### Pin placement

Scale: 4 px per µm. Pins as bars across the die edge, other pins in grey.
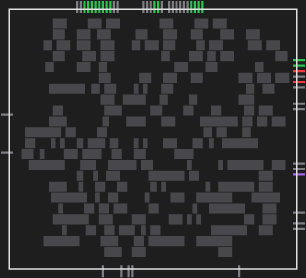
### Sequential cells grouped by signal name

Scale: 4 px per µm. Other sequential cells in the stronger grey, the rest of the logic in the fainter grey.
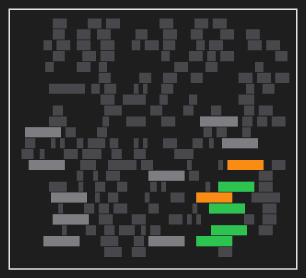
### Routing congestion map

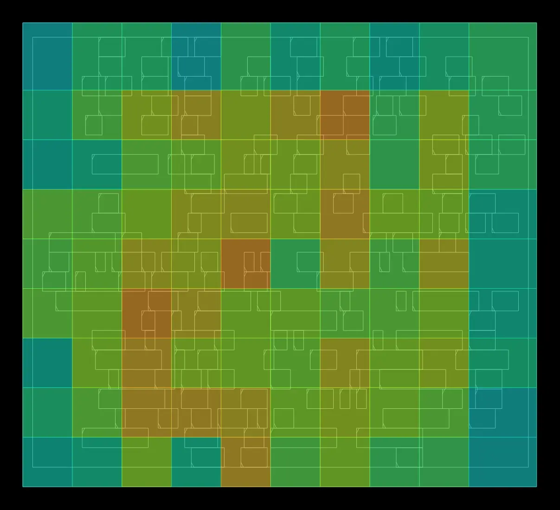
### Wires at chosen ports, followed through buffers

Scale: 4 px per µm.
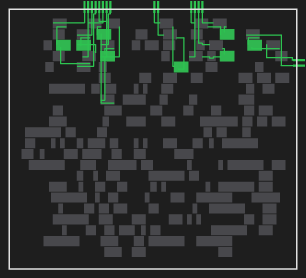
### Metal layers overlaid

Scale: 4 px per µm.
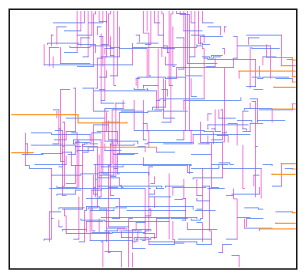
## config.mk

```make
export PLATFORM = sky130hd
export DESIGN_NAME = axis_tx_arbiter
export DESIGN_NICKNAME = d
export VERILOG_FILES = /design/src/rtl/axis_tx_arbiter_pkg.sv /design/src/rtl/axis_tx_arbiter_rr_pick.sv /design/src/rtl/axis_tx_arbiter.sv
export SDC_FILE = /design/constraint.sdc
export NUM_CORES = 1
export LEC_CHECK = 0
export CAP_MARGIN = 10
export CELL_PAD_IN_SITES_DETAIL_PLACEMENT = 1
export CELL_PAD_IN_SITES_GLOBAL_PLACEMENT = 2
export CORE_ASPECT_RATIO = 0.9
export CORE_UTILIZATION = 22
export DETAILED_ROUTE_END_ITERATION = 10
export PLACE_DENSITY_LB_ADDON = 0.1
export SYNTH_ARGS = -nofsm -noshare
export SYNTH_HDL_FRONTEND = slang
export SYNTH_HIERARCHICAL = 1
export SYNTH_SLANG_ARGS = --single-unit
```

## constraint.sdc

```tcl
create_clock -name clk -period 1.9 [get_ports clk]
set_clock_uncertainty 0.15 [all_clocks]
set_input_delay 0.19 -clock clk [delete_from_list [all_inputs] [get_ports clk]]
set_output_delay 0.19 -clock clk [all_outputs]
set_load 0.02 [all_outputs]
```

## src/rtl/axis_tx_arbiter_pkg.sv

```systemverilog
// axis_tx_arbiter_pkg
//   Shared definitions for the TX frame arbiter: FSM state encodings and
//   status bit positions used to pack the MAC's per-frame status pulses.
//   Optional build macro used by this block: TX_ARB_STRICT_PRIO_EN.
package axis_tx_arbiter_pkg;

    typedef enum logic [1:0] {
        StIdle = 2'd0,
        StFwd  = 2'd1,
        StWait = 2'd2
    } arb_state_e;

    localparam int unsigned StatW         = 4;
    localparam int unsigned StatOk        = 0;
    localparam int unsigned StatGaveUp    = 1;
    localparam int unsigned StatLateCol   = 2;
    localparam int unsigned StatUnderflow = 3;

    function automatic logic [StatW-1:0] pack_status(input logic ok,
                                                     input logic gave_up,
                                                     input logic late_col,
                                                     input logic underflow);
        logic [StatW-1:0] s;
        s                = '0;
        s[StatOk]        = ok;
        s[StatGaveUp]    = gave_up;
        s[StatLateCol]   = late_col;
        s[StatUnderflow] = underflow;
        return s;
    endfunction

endpackage

```

## src/rtl/axis_tx_arbiter_rr_pick.sv

```systemverilog
// axis_tx_arbiter_rr_pick
//   Combinational winner selection for the TX arbiter.
//   Default: round-robin, first valid port starting at i_last_grant+1 (mod PORTS).
//   With TX_ARB_STRICT_PRIO_EN defined: lowest-index valid port wins and
//   i_last_grant is ignored.
// Ports:
//   i_valid       per-port request vector
//   i_last_grant  index of the previously granted port
//   o_any         at least one request present
//   o_idx         index of the winning port (valid when o_any)
module axis_tx_arbiter_rr_pick
    import axis_tx_arbiter_pkg::*;
#(
    parameter int unsigned PORTS = 2,
    parameter int unsigned SEL_W = $clog2(PORTS)
) (
    input  logic [PORTS-1:0] i_valid,
    input  logic [SEL_W-1:0] i_last_grant,
    output logic             o_any,
    output logic [SEL_W-1:0] o_idx
);

    int unsigned      w_cand;
    logic [PORTS-1:0] w_rot;

`ifdef TX_ARB_STRICT_PRIO_EN
    logic w_unused_last_grant;
    assign w_unused_last_grant = ^i_last_grant;

    always_comb begin
        o_any  = 1'b0;
        o_idx  = '0;
        w_cand = 0;
        w_rot  = '0;
        for (int unsigned i = 0; i < PORTS; i++) begin
            w_cand = i;
            w_rot  = i_valid >> w_cand;
            if (!o_any && w_rot[0]) begin
                o_any = 1'b1;
                o_idx = SEL_W'(w_cand);
            end
        end
    end
`else
    always_comb begin
        o_any  = 1'b0;
        o_idx  = '0;
        w_cand = 0;
        w_rot  = '0;
        // Scan PORTS candidates beginning just after the previous winner.
        for (int unsigned off = 1; off <= PORTS; off++) begin
            w_cand = (32'(i_last_grant) + off) % PORTS;
            w_rot  = i_valid >> w_cand;
            if (!o_any && w_rot[0]) begin
                o_any = 1'b1;
                o_idx = SEL_W'(w_cand);
            end
        end
    end
`endif

endmodule

```

## src/rtl/axis_tx_arbiter.sv

```systemverilog
// axis_tx_arbiter
//   Frame-granular arbiter sharing one TX MAC between PORTS AXI-stream byte
//   sources. A grant is locked for a whole frame; beats pass combinationally.
//   The MAC's first status pulse of a frame is captured and returned as a
//   one-cycle pulse to the port that owned the frame.
//   Build option: define TX_ARB_STRICT_PRIO_EN for fixed priority (port 0
//   highest) instead of round-robin.
// Ports:
//   clk, rst_n            clock, asynchronous active-low reset
//   s_axis_*              per-port source streams (port i data at [8i+7:8i])
//   m_axis_*              stream towards the MAC
//   mac_*                 MAC per-frame status pulses
//   status_valid          one-hot pulse to the owning port on completion
//   status_*              status bits, qualified by status_valid
//   busy                  high while a frame is owned (not idle)
module axis_tx_arbiter
    import axis_tx_arbiter_pkg::*;
#(
    parameter  int unsigned PORTS = 2,
    localparam int unsigned SEL_W = $clog2(PORTS)
) (
    input  logic               clk,
    input  logic               rst_n,
    input  logic [PORTS*8-1:0] s_axis_data,
    input  logic [PORTS-1:0]   s_axis_valid,
    output logic [PORTS-1:0]   s_axis_ready,
    input  logic [PORTS-1:0]   s_axis_last,
    input  logic [PORTS-1:0]   s_axis_err,
    output logic [7:0]         m_axis_data,
    output logic               m_axis_valid,
    input  logic               m_axis_ready,
    output logic               m_axis_last,
    output logic               m_axis_err,
    input  logic               mac_transmit_ok,
    input  logic               mac_gave_up,
    input  logic               mac_late_collision,
    input  logic               mac_underflow,
    output logic [PORTS-1:0]   status_valid,
    output logic               status_ok,
    output logic               status_gave_up,
    output logic               status_late_collision,
    output logic               status_underflow,
    output logic               busy
);

    arb_state_e       r_state, w_state_nxt;
    logic [SEL_W-1:0] r_sel, w_sel_nxt;
    logic [SEL_W-1:0] r_last_grant, w_last_grant_nxt;
    logic             r_stat_seen, w_stat_seen_nxt;
    logic [StatW-1:0] r_stat_reg, w_stat_reg_nxt;
    logic [PORTS-1:0] r_status_valid, w_status_valid_nxt;
    logic [StatW-1:0] r_status_bits, w_status_bits_nxt;

    logic             w_pick_any;
    logic [SEL_W-1:0] w_pick_idx;
    logic [StatW-1:0] w_pulse;
    logic             w_any_pulse;
    logic             w_fwd;
    logic [PORTS-1:0] w_sel_onehot;
    logic             w_last_hs;
    logic             w_done;

    axis_tx_arbiter_rr_pick #(
        .PORTS (PORTS),
        .SEL_W (SEL_W)
    ) u_pick (
        .i_valid      (s_axis_valid),
        .i_last_grant (r_last_grant),
        .o_any        (w_pick_any),
        .o_idx        (w_pick_idx)
    );

    assign w_pulse      = pack_status(mac_transmit_ok, mac_gave_up, mac_late_collision,
                                      mac_underflow);
    assign w_any_pulse  = |w_pulse;
    assign w_fwd        = (r_state == StFwd);
    assign w_sel_onehot = PORTS'(1) << r_sel;

    // Datapath is a pure mux on the locked selection; nothing passes outside FWD.
    assign m_axis_valid = w_fwd & |(s_axis_valid & w_sel_onehot);
    assign m_axis_last  = w_fwd & |(s_axis_last & w_sel_onehot);
    assign m_axis_err   = w_fwd & |(s_axis_err & w_sel_onehot);
    assign m_axis_data  = w_fwd ? s_axis_data[8*r_sel +: 8] : 8'h00;
    assign s_axis_ready = (w_fwd && m_axis_ready) ? w_sel_onehot : '0;
    assign w_last_hs    = m_axis_valid & m_axis_ready & m_axis_last;

    assign busy                  = (r_state != StIdle);
    assign status_valid          = r_status_valid;
    assign status_ok             = r_status_bits[StatOk];
    assign status_gave_up        = r_status_bits[StatGaveUp];
    assign status_late_collision = r_status_bits[StatLateCol];
    assign status_underflow      = r_status_bits[StatUnderflow];

    always_comb begin
        w_state_nxt        = r_state;
        w_sel_nxt          = r_sel;
        w_last_grant_nxt   = r_last_grant;
        w_stat_seen_nxt    = r_stat_seen;
        w_stat_reg_nxt     = r_stat_reg;
        w_status_valid_nxt = '0;
        w_status_bits_nxt  = '0;
        w_done             = 1'b0;

        // Only the first status pulse of a frame is kept.
        if (r_state != StIdle && !r_stat_seen && w_any_pulse) begin
            w_stat_seen_nxt = 1'b1;
            w_stat_reg_nxt  = w_pulse;
        end

        case (r_state)
            StIdle: begin
                if (w_pick_any) begin
                    w_sel_nxt        = w_pick_idx;
                    w_last_grant_nxt = w_pick_idx;
                    w_state_nxt      = StFwd;
                end
            end
            StFwd: begin
                // Early status does not end the frame: the MAC drains the source.
                if (w_last_hs) begin
                    if (r_stat_seen || w_any_pulse) begin
                        w_done = 1'b1;
                    end else begin
                        w_state_nxt = StWait;
                    end
                end
            end
            StWait: begin
                if (w_any_pulse) begin
                    w_done = 1'b1;
                end
            end
            default: w_state_nxt = StIdle;
        endcase

        if (w_done) begin
            w_state_nxt        = StIdle;
            w_status_valid_nxt = w_sel_onehot;
            w_status_bits_nxt  = r_stat_seen ? r_stat_reg : w_pulse;
            w_stat_seen_nxt    = 1'b0;
            w_stat_reg_nxt     = '0;
        end
    end

    always_ff @(posedge clk or negedge rst_n) begin
        if (!rst_n) begin
            r_state        <= StIdle;
            r_sel          <= '0;
            r_last_grant   <= SEL_W'(PORTS - 1);
            r_stat_seen    <= 1'b0;
            r_stat_reg     <= '0;
            r_status_valid <= '0;
            r_status_bits  <= '0;
        end else begin
            r_state        <= w_state_nxt;
            r_sel          <= w_sel_nxt;
            r_last_grant   <= w_last_grant_nxt;
            r_stat_seen    <= w_stat_seen_nxt;
            r_stat_reg     <= w_stat_reg_nxt;
            r_status_valid <= w_status_valid_nxt;
            r_status_bits  <= w_status_bits_nxt;
        end
    end

endmodule

```

==> results_dict.tcl <==
# yosys + openroad results
set metrics [dict create \
    cp_num_buf_inv 1 \
    top_area_cell_class "non-clock buffers" \
    ys_cells 96 \
    nonClkBufAreaFrac 0.370 \
    fa_ha_area_frac 0.0392 \
    grt_max_degree 16 \
    maxPowerGroup "combinational cells" \
    leakage_nw 0.842 \
    post-place-cells 203 \
    dieArea_mm2 0.00462 \
    cpPeakStageDelay_ps 400 \
    p_comb_frac 0.599 \
    fp_nets 128 \
    gp_congestion 0.696 \
    worstSkewPairLatency_ps 250 \
    finalNonFillerCells 209 \
    setup_slack_ps 71.5 \
    n_clock_buffer 3 \
    clockBufferDepth 2 \
    gr-total-overflow 0 \
    ys_sh_simple 0.229 \
    p_seq_frac 0.262 \
    r2r_setup_slack_ps 130 \
    powerClk_mw 0.255 \
    r2r_end "r_state[0]" \
    status "finished clean" \
    setup.worst_path.start "r_sel" \
    coreArea_mm2 0.00413 \
    start_kind "flop" \
    h-tree-depth 1 \
    warnings 28 \
    finalPower_mw 1.84 \
    pre_cts_slack_ps -179 \
    layout-drive-gt1-share 0.205 \
    insertedDiodeCount 0 \
    vdd_drop_max_v 0.000699 \
    synth_warnings 6 \
    crit_chain "mux2_2 > and2_1 > dlygate4sd2_1" \
    top_cells_by_count "mux2i_1 (16), dfrtp_1 (14), nor2_1 (11)" \
    path_clk_slew_ps 60 \
    stdcell_area_mm2 0.00167 \
    p_sw_frac 0.400 \
    powerDensity_mw_per_mm2 1100 \
    syn_to_final_growth_pct 74.9 \
    fmax_ghz 0.547 \
    critical_path.endpoint "m_axis_valid" \
    p_switching_mw 0.734 \
    nFillCells 485 \
]
About 'Pin placement':
Green marks s_axis_data, pins 16, direction input, edge 14 top, 2 right. Red marks s_axis_err, pins 2, direction input, edge right. Purple marks status_late_collision, pins 1, direction output, edge right.
All pins by edge: 28 top, 14 right, 5 bottom, 2 left.
die height: 64.6 µm
Die Wd: 71.5 µm
IO Port Bufs: 48

About 'Sequential cells grouped by signal name':
Orange marks status_valid, sequential cells 2. Green marks r_status_bits, sequential cells 4, where bottom right.
Another 9 sequential cells are not coloured.
Sequential Power: 0.482 mW
sequential portion of the cell area: 0.225
final core utilization: 0.405
Register Area: 377 µm²

About 'Routing congestion map':
Tot GR Track Use: 0.125
global routing met1 resource utilization: 0.171
Global Route met2 Usage: 0.207
grt met3 use: 0.0342
DR WL/cell: 13.2 µm

About 'Wires at chosen ports, followed through buffers':
Green marks s_axis_data, bits 16, direction input, edge 14 top, 2 right, end cells 8, wire 289 µm.
io pins: 49

About 'Metal layers overlaid':
Orange marks metal 3, wire length 116 µm. Magenta marks metal 2, wire length 1360 µm. Blue marks metal 1, wire length 1290 µm.
routed vias: 915
final WL: 2.77 mm

Power and IR drop assume default switching activity.
